**Clock nets**

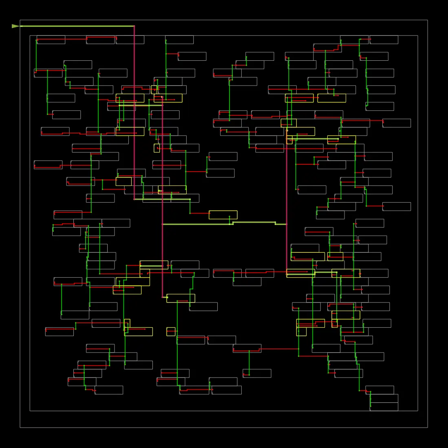
**Where the registers sit**

Other sequential cells in the stronger grey, the rest of the logic in the fainter grey.
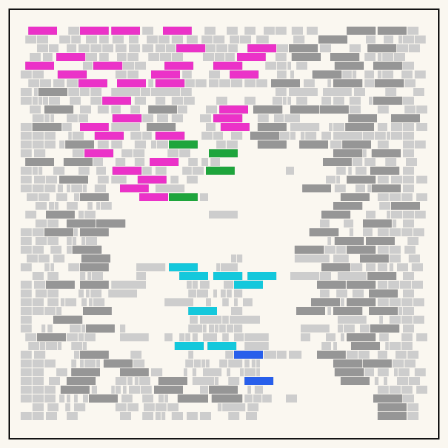
**Wiring by layer**

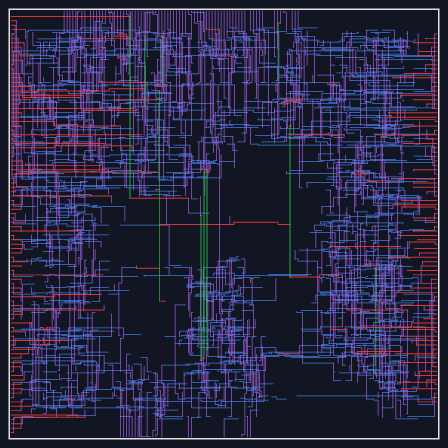
**Gate-type map**

The bar under the picture is 50 µm long.
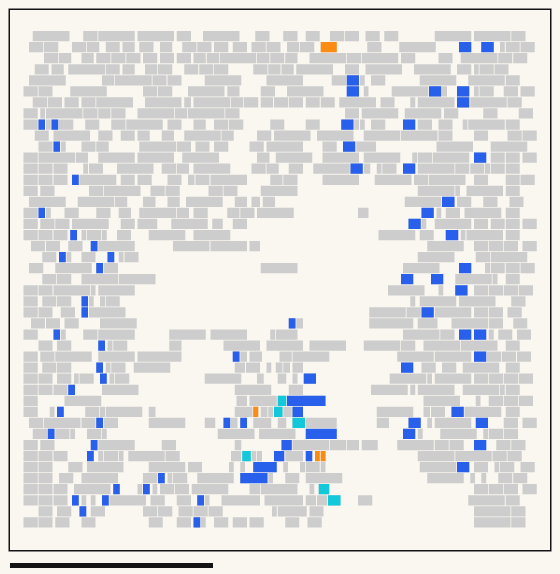
$ cat config.mk
export PLATFORM = sky130hd
export DESIGN_NAME = mem_arbiter
export DESIGN_NICKNAME = d
export VERILOG_FILES = /design/src/rtl/mem_arbiter.sv
export SDC_FILE = /design/constraint.sdc
export NUM_CORES = 1
export LEC_CHECK = 0
export CAP_MARGIN = 5
export CORE_MARGIN = 3
export CORE_UTILIZATION = 37
export DETAILED_ROUTE_END_ITERATION = 10
export MAX_ROUTING_LAYER = met4
export PLACE_DENSITY = 0.76
export SLEW_MARGIN = 20
export SYNTH_ARGS = -nofsm -noshare
export SYNTH_HDL_FRONTEND = slang
export SYNTH_SLANG_ARGS = --single-unit
$ cat constraint.sdc
create_clock -name clk -period 5.7 [get_ports clk]
set_input_delay 1.71 -clock clk [delete_from_list [all_inputs] [get_ports clk]]
set_output_delay 1.71 -clock clk [all_outputs]
set_load 0.01 [all_outputs]
$ cat src/rtl/mem_arbiter.sv
// mem_arbiter: round-robin arbiter between an instruction-fetch port and a data port onto one memory port
module mem_arbiter #(
    parameter int TIMEOUT = 15
) (
    input  logic        clk,
    input  logic        rst,
    input  logic        req_i,
    input  logic [31:0] addr_i,
    output logic        done_i,
    output logic [31:0] rdata_i,
    input  logic        req_d,
    input  logic        we_d,
    input  logic [3:0]  be_d,
    input  logic [31:0] addr_d,
    input  logic [31:0] wdata_d,
    output logic        done_d,
    output logic [31:0] rdata_d,
    output logic        err,
    output logic        mem_req,
    output logic        mem_we,
    output logic [3:0]  mem_be,
    output logic [31:0] mem_addr,
    output logic [31:0] mem_wdata,
    input  logic [31:0] mem_rdata,
    input  logic        mem_ack
);
    typedef enum logic [1:0] {IDLE, BUSY, DONE} state_t;
    state_t state, state_next;
    logic sel_d, cur_d, last_d, timeout_hit;
    logic [7:0] cnt;
    // Pick data only when fetch is absent or fetch was the last one served
    always_comb begin
        sel_d = req_d && (!req_i || !last_d);
        timeout_hit = ({1'b0, cnt} + 9'd1) == 9'(TIMEOUT);
    end
    // Next-state logic; an empty byte mask skips the memory access entirely
    always_comb begin
        state_next = state;
        case (state)
            IDLE: if (req_i || req_d) state_next = (sel_d && be_d == 4'b0000) ? DONE : BUSY;
            BUSY: if (mem_ack || timeout_hit) state_next = DONE;
            default: state_next = IDLE;
        endcase
    end
    // State register
    always_ff @(posedge clk or posedge rst) begin
        if (rst) state <= IDLE;
        else state <= state_next;
    end
    // Grant latching, wait counter and read-data capture
    always_ff @(posedge clk or posedge rst) begin
        if (rst) begin
            cur_d <= 1'b0;
            last_d <= 1'b1;
            cnt <= 8'd0;
            err <= 1'b0;
            rdata_i <= 32'd0;
            rdata_d <= 32'd0;
            mem_we <= 1'b0;
            mem_be <= 4'd0;
            mem_addr <= 32'd0;
            mem_wdata <= 32'd0;
        end else if (state == IDLE && (req_i || req_d)) begin
            cur_d <= sel_d;
            last_d <= sel_d;
            cnt <= 8'd0;
            err <= sel_d && be_d == 4'b0000;
            mem_we <= sel_d ? we_d : 1'b0;
            mem_be <= sel_d ? be_d : 4'b1111;
            mem_addr <= sel_d ? addr_d : (addr_i & 32'hFFFF_FFFC);
            mem_wdata <= sel_d ? wdata_d : 32'd0;
        end else if (state == BUSY) begin
            if (mem_ack || timeout_hit) begin
                err <= !mem_ack;
                if (cur_d) rdata_d <= mem_ack ? mem_rdata : 32'd0;
                else rdata_i <= mem_ack ? mem_rdata : 32'd0;
            end else begin
                cnt <= cnt + 8'd1;
            end
        end
    end
    // Strobe and completion pulses follow the state directly
    always_comb begin
        mem_req = state == BUSY;
        done_i = state == DONE && !cur_d;
        done_d = state == DONE && cur_d;
    end
endmodule

==> results_tabular.tex <==
% Yosys + OpenROAD metrics
\begin{tabular}{lr}
\hline
Metric & Value \\
\hline
\multicolumn{2}{l}{\textbf{Floorplan}} \\
Chip Height & around 130 µm \\
\multicolumn{2}{l}{\textbf{Timing}} \\
Max Slew Vio Count & 0 \\
Final hold violation count & 0 \\
Slew headroom & 0.4549 \\
\multicolumn{2}{l}{\textbf{Worst setup path}} \\
Crit. path cell count & 2 \\
End of the worst register-to-register path & rdata\_i[1] \\
Worst Setup Start Kind & flip-flop \\
\multicolumn{2}{l}{\textbf{Status}} \\
Status & finished, final reports clean \\
\multicolumn{2}{l}{\textbf{Cells and area}} \\
Fraction of final layout cells with drive strength greater than 1 & 0.06693 \\
Area growth from synthesis to final layout & 58.35\% \\
\multicolumn{2}{l}{\textbf{Clock network}} \\
CTS clock-pin slew for the worst setup and hold paths & 0.06 ns \\
\multicolumn{2}{l}{\textbf{Yosys}} \\
Share of synthesized registers carrying an async set or reset & 1.000 \\
Yosys chip area & 5959 µm² \\
Combinational family with the most area after synthesis & AND-OR/OR-AND gates \\
\multicolumn{2}{l}{\textbf{Flow run}} \\
Number of maximum-capacitance constraint violations & 0 \\
\multicolumn{2}{l}{\textbf{Min path}} \\
Worst Hold Path EP & mem\_addr[27] \\
Classification of the worst-slack hold path & reg2reg \\
\multicolumn{2}{l}{\textbf{Global route}} \\
First-pass GRT wire length & 27.90 mm \\
\multicolumn{2}{l}{\textbf{Power and ir drop}} \\
Heaviest power group & combinational cells \\
Switching part of the total & 0.3321 \\
\hline
\end{tabular}
-- 'clock nets' (at the start) --
Setup Skew: 0.009225 ns
clock buffer count: 20
number of sinks handled by clock tree synthesis: 146
clk latency late pin: 0.41 ns

-- 'where the registers sit' (at the start) --
[blue] state | placed flops: 2
[green] mem_be | placed flops: 4
[magenta] mem_wdata | placed flops: 32
[cyan] cnt | placed flops: 8
not coloured: 100
Post-Route Utilization: 0.6095
total sequential power: 1800 µW
sequential fraction of total cell area: 0.3874

-- 'wiring by layer' (at the start) --
[blue] metal 1 | wire length: 7140 µm
[red] metal 3 | wire length: 1670 µm
[green] metal 4 | wire length: 416 µm
[purple] metal 2 | wire length: 8180 µm
global routing usage summed across all routing layers: 0.2044
routed len/inst: 18.16 µm
total length of routed wires: 17.42 mm

-- 'gate-type map' (at the start) --
[blue] aoi and oai cells | cells: 75 | where: all over the die
[cyan] and/or cells | cells: 6 | where: south
[orange] inv cells | cells: 4
multi-input combinational area share: 0.2262
most frequent standard cell in the layout excluding fill and tap cells: clkdlybuf4s50_1
final standard cell count with taps included and fillers excluded: 959

Power and IR drop assume default switching activity.
